<file path="src/rtl/ppa_sub_pipe.sv">
// ppa_sub_pipe: 3-stage valid/ready 16-bit subtractor (A-B-BI) on a Sklansky prefix carry network; OV port enabled by PPA_SUB_PIPE_OVF_EN
module ppa_sub_pipe (
  input  logic        clk,
  input  logic        rst,
  input  logic        in_valid,
  output logic        in_ready,
  input  logic [15:0] a,
  input  logic [15:0] b,
  input  logic        bi,
  output logic        out_valid,
  input  logic        out_ready,
  output logic [15:0] d,
  output logic        bo
`ifdef PPA_SUB_PIPE_OVF_EN
  ,
  output logic        ov
`endif
);
  function automatic logic [31:0] lvl(input logic [15:0] g, input logic [15:0] p, input int k);
    logic [15:0] go, po;
    logic [3:0] j;
    go = g;
    po = p;
    for (int i = 0; i < 16; i++) begin
      j = 4'(((i >> k) << k) - 1);
      if (i[k]) begin
        go[i] = g[i] | (p[i] & g[j]);
        po[i] = p[i] & p[j];
      end
    end
    return {po, go};
  endfunction
  logic v1, v2, v3, ld1, ld2, ld3;
  logic [15:0] p1, g1, s1, p2, g2, s2, g0, dn;
  logic c1, c2;
  logic [31:0] pg1, pg2, pg3, pg4;
  logic unused_p;
  assign ld3 = ~v3 | out_ready;
  assign ld2 = ~v2 | ld3;
  assign ld1 = ~v1 | ld2;
  assign in_ready = ld1;
  assign out_valid = v3;
  // carry-in (~bi) is folded into bit 0 generate so the prefix network yields all carries
  assign g0 = {g1[15:1], g1[0] | (p1[0] & c1)};
  assign pg1 = lvl(g0, p1, 0);
  assign pg2 = lvl(pg1[15:0], pg1[31:16], 1);
  assign pg3 = lvl(g2, p2, 2);
  assign pg4 = lvl(pg3[15:0], pg3[31:16], 3);
  assign dn = s2 ^ {pg4[14:0], c2};
  assign unused_p = ^pg4[31:16];
  always_ff @(posedge clk) begin
    if (rst) begin
      v1 <= 1'b0;
      v2 <= 1'b0;
      v3 <= 1'b0;
    end else begin
      if (ld1) v1 <= in_valid;
      if (ld2) v2 <= v1;
      if (ld3) v3 <= v2;
    end
  end
  always_ff @(posedge clk) begin
    if (ld1) begin
      p1 <= a | ~b;
      g1 <= a & ~b;
      s1 <= a ^ ~b;
      c1 <= ~bi;
    end
    if (ld2) begin
      p2 <= pg2[31:16];
      g2 <= pg2[15:0];
      s2 <= s1;
      c2 <= c1;
    end
  end
  always_ff @(posedge clk) begin
    if (rst) begin
      d  <= '0;
      bo <= 1'b0;
    end else if (ld3 & v2) begin
      d  <= dn;
      bo <= ~pg4[15];
    end
  end
`ifdef PPA_SUB_PIPE_OVF_EN
  logic a1, b1, a2, b2;
  always_ff @(posedge clk) begin
    if (ld1) begin
      a1 <= a[15];
      b1 <= b[15];
    end
    if (ld2) begin
      a2 <= a1;
      b2 <= b1;
    end
  end
  always_ff @(posedge clk) begin
    if (rst) ov <= 1'b0;
    else if (ld3 & v2) ov <= (a2 != b2) & (dn[15] != a2);
  end
`endif
endmodule

</file>
<file path="config.mk">
export PLATFORM = sky130hd
export DESIGN_NAME = ppa_sub_pipe
export DESIGN_NICKNAME = d
export VERILOG_FILES = /design/src/rtl/ppa_sub_pipe.sv
export SDC_FILE = /design/constraint.sdc
export NUM_CORES = 1
export LEC_CHECK = 0
export ABC_AREA = 1
export CORE_MARGIN = 2
export CORE_UTILIZATION = 40
export DETAILED_ROUTE_END_ITERATION = 10
export SLEW_MARGIN = 5
export SYNTH_ARGS = -nofsm -noshare
export SYNTH_HDL_FRONTEND = slang
export SYNTH_SLANG_ARGS = --single-unit
</file>
<file path="constraint.sdc">
create_clock -name clk -period 5.79 [get_ports clk]
set_input_delay 1.158 -clock clk [delete_from_list [all_inputs] [get_ports clk]]
set_output_delay 1.158 -clock clk [all_outputs]
set_load 0.1 [all_outputs]
</file>
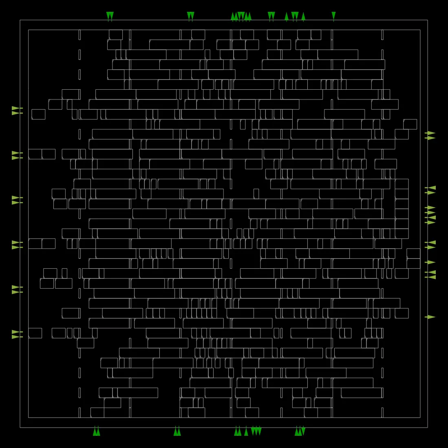
Fig. 1. Placed standard cells (run 1).
Core Region: 11,400 µm²
filler cell count in the final layout: 988
fin cells: 589
std cell rows: 39

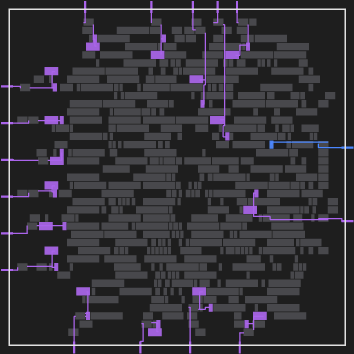
Fig. 2. I/O nets highlighted (run 1).
Scale: 3 px per µm.
| port | color | direction | edge | end cells | wire |
|---|---|---|---|---|---|
| a | purple | input | 6 left, 5 top, 4 bottom, 1 right | 32 | 340 µm |
| bi | blue | input | right | 1 | 29.0 µm |
IO Pins: 56
Port Buffer Count: 55

==> out/qor.csv, run 1 <==
metric,value,unit
Clock transition at path regs,50,ps
worst hold stages,0,
worst path cell trace,"clkdlybuf4s50_1, inv_2, nand2_1, nor2_1, nand2_2, buf_4",
Total Wirelength,7.16,mm
min-delay worst type,flip-flop to flip-flop,
met3 Use GR,0.0376,
FF-to-FF path depth,4,
Max Slew Vio Count,0,
max-cap violation count,0,
CP Class,input pin to output port,
first-pass detailed-route iteration total,4,
Leak,2.63,nW
Min-Delay Startpoint,s1[2],
CTS tree,done,
Fin Hold WS,397,ps
crit end category,output port,
"delay-heaviest family, CP",buffers and inverters,
final hold vios,0,
RD Place Congestion,0.733,
die width,111,µm
setup violators final,0,
DP Area,5340,µm²
slew margin rel.,0.323,
status,"complete, no violations",
# nets final,502,
Yosys cell types,24,
Worst path slowest cell,clkdlybuf4s50_1,
xor/xnor share,0.0171,
GR Util All Layers,0.120,
yosys simple share,0.0650,
WHS Endpoint,s2[2],
syn_area_per_cell,12.8,µm²
post-cts repair resize count,0,
Peak VDD IR,0.000241,V
Top cells by area,"edfxtp_1 (61%), dfxtp_1 (8.7%), ha_1 (8.7%), inv_1 (6.3%), nand2_1 (3.0%)",
Power Total,2.27,mW
post-synthesis adder-cell area fraction,0.0866,
"Seq share, synth",0.697,
worst slack at placement,2350,ps
most frequent cells in the layout,"edfxtp_1 (94), inv_1 (78), clkdlybuf4s50_1 (54)",
RSZ-0062 raised after global routing,no,
f_max,292,MHz
"EDFF count, synth",94,
Post-CTS Hold Buffers,0,
"Cell Area, Synth",4620,µm²
Setup crit start,out_ready,
drt via density,4.45,
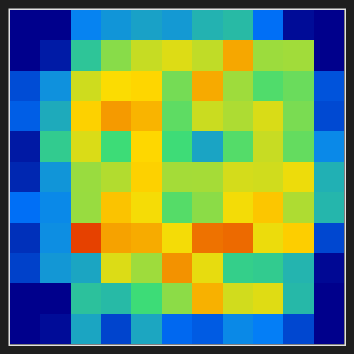
Fig. 3. Cell area per tile (run 1).
Scale: 3 px per µm. The die is cut into 11 by 11 equal tiles; dark blue is low, red is high, 0 to 100% covered.
nearly empty tiles: 9.1%
mean over tiles: 47%
emptiest ninth of the die: bottom left
fin util: 0.525
Initial Util: 0.407

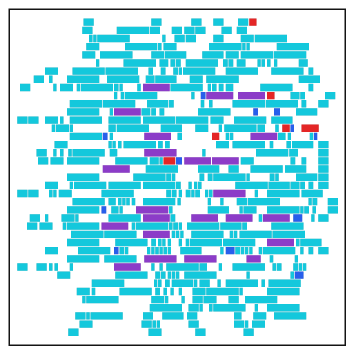
Fig. 4. Drive-strength map (run 1).
Scale: 3 px per µm.
| size | color | cells |
|---|---|---|
| drive 1 or less | cyan | 405 |
| drive 6 and up | purple | 23 |
| drive 2 | blue | 12 |
| drive 3 to 4 | red | 6 |
setup slack after layout: 2370 ps
Signal buffers: 57
Finished Cell Area: 5970 µm²
synth-to-layout area growth: 29.2%

[run 1: power breakdown]
group / internal (mW) / switching (mW) / leakage (nW) / total (mW)
Combinational: 0.0702 / 0.113 / 1.16 / 0.184
Sequential: 0.956 / 0.0273 / 1.16 / 0.984
Clock: 0.769 / 0.335 / 0.311 / 1.10
Total: 1.80 / 0.475 / 2.63 / 2.27
[run 1: routing by layer]
layer / vias up / share of wire
li1: 1336 / -
met1: 1230 / 0.43
met2: 53 / 0.53
met3: 2 / 0.035
met4: 0 / 0.0070
met5: - / 0
[run 1: area by class of cell]
cell class              count  area (µm²)  share of cell area
clock buffers              20         447              0.0748
clock inverters            12         186              0.0312
well taps                 143         179              0.0300
flip-flops and latches    114        3220               0.540
repair buffers             57         563              0.0943
inverters                  80         300              0.0503
multi-input cells         163        1070               0.180
Fig. 5: run 1, signal wires on met1
Scale: 4 px per µm. Supply wires on this layer in gray. Cells faint in the background.
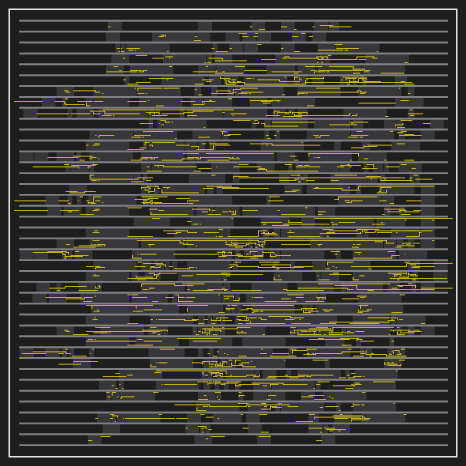

==> inputs of run 2 (changes only) <==
==> constraint.sdc (replaced) <==
create_clock -name clk -period 3.4 [get_ports clk]
set_input_delay 0.68 -clock clk [delete_from_list [all_inputs] [get_ports clk]]
set_output_delay 0.68 -clock clk [all_outputs]
set_load 0.1 [all_outputs]
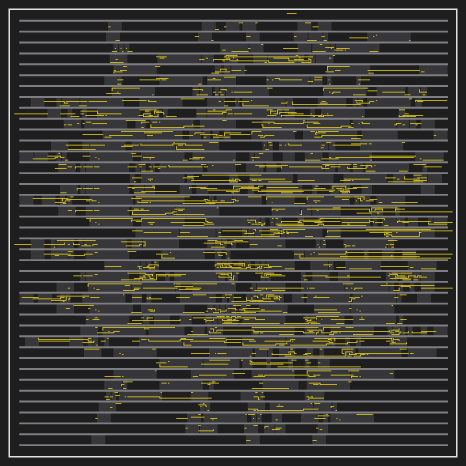
Fig. 6. Signal wires on met1 (run 2).
Scale: 4 px per µm. Supply wires on this layer in gray. Cells faint in the background.
share of all routed wire: 43%
nets with wire on the layer: 454
wire length on this layer: 2,990 µm
Via Count: 2,582
GR Util met1: 0.142
Total Wirelength: 6.93 mm

==> run 2 against run 1 <==
Worst setup slack worse by 1500 ps; combinational power rose by 67%; hold slack better by 21 ps; sequential power rose by about 70%; first-iteration DRC count down 43%; via count fell by 1.5%; register-to-register slack worse by 2400 ps; highest routed layer unchanged.
==> out/qor.csv, run 2 <==
metric,value,unit
status,"complete, no violations",
CTS tree,done,
worst slack at placement,971,ps
final hold vios,0,
Setup crit start,d[7],
Biggest consumer,sequential cells,
sw frac,0.250,
Yosys cell types,24,
filler cell count in the final layout,1005,
Clk pwr share,0.448,
drt via density,4.38,
# clk buffers,17,
f_max,389,MHz
Final non-clock buffer share,0.0960,
GR Util All Layers,0.126,
worst path cell trace,clkdlybuf4s50_1,
flop count,114,
CP Class,flip-flop to output port,
IO Pins,56,
crit end category,output port,
fin cells,590,
RSZ-0062 raised after global routing,no,
Seq group,1.67,mW
max-cap violation count,0,
Top cells by area,"edfxtp_1 (61%), dfxtp_1 (8.7%), ha_1 (8.7%), inv_1 (6.3%), nand2_1 (3.0%)",
Core Region,11400,µm²
post-cts repair resize count,0,
Min-Delay Startpoint,s1[12],
logic area,1070,µm²
min-delay worst type,flip-flop to flip-flop,
Power Total,3.59,mW
syn_area_per_cell,12.8,µm²
DP Area,5340,µm²
synth-to-layout area growth,27.4,%
Comb area share,0.182,
Signal buffers,58,
RD Place Congestion,0.694,
Clock transition at path regs,50,ps
Initial Util,0.407,
first-pass detailed-route iteration total,4,
number of logic gates,163,
clk tree area frac,0.0935,
"Cell Area, Synth",4620,µm²
Leak,2.60,nW
"Seq share, synth",0.697,
Max-area cell class,sequential cells,
# nets final,503,
Port Buffer Count,55,
Power Internal,2.69,mW
fin util,0.518,
==> run 2: final timing paths <==
path / endpoint / depth (start not counted)
worst max register to register: p1[15] / 4
worst max-delay path: d[7] / 1
worst min-delay path: s2[12] / 0
worst min register to register: s2[12] / 0
==> run 2: worst register-to-register path: cells and delay by family, from the launching register on <==
kind          cells  cell delay, ps
simple gates      3             270
buf+inv           1             500
flops             1             340
==> run 2: cell families after synthesis <==
kind of cell,synth area share
AND/OR/NAND/NOR,0.0650
buffers and inverters,0.0712
flip-flops,0.697
adder cells (fa/ha/maj),0.0866
AND-OR/OR-AND,0.0628
XOR/XNOR,0.0171
==> run 2: per-layer routing <==
layer  track usage  share of wire  vias up
li1              -              -     1339
met1         0.142           0.43     1193
met2         0.214           0.52       45
met3        0.0446          0.033        5
met4        0.0593          0.012        0
met5             0              0        -
Power is estimated from default activity; no workload was simulated.
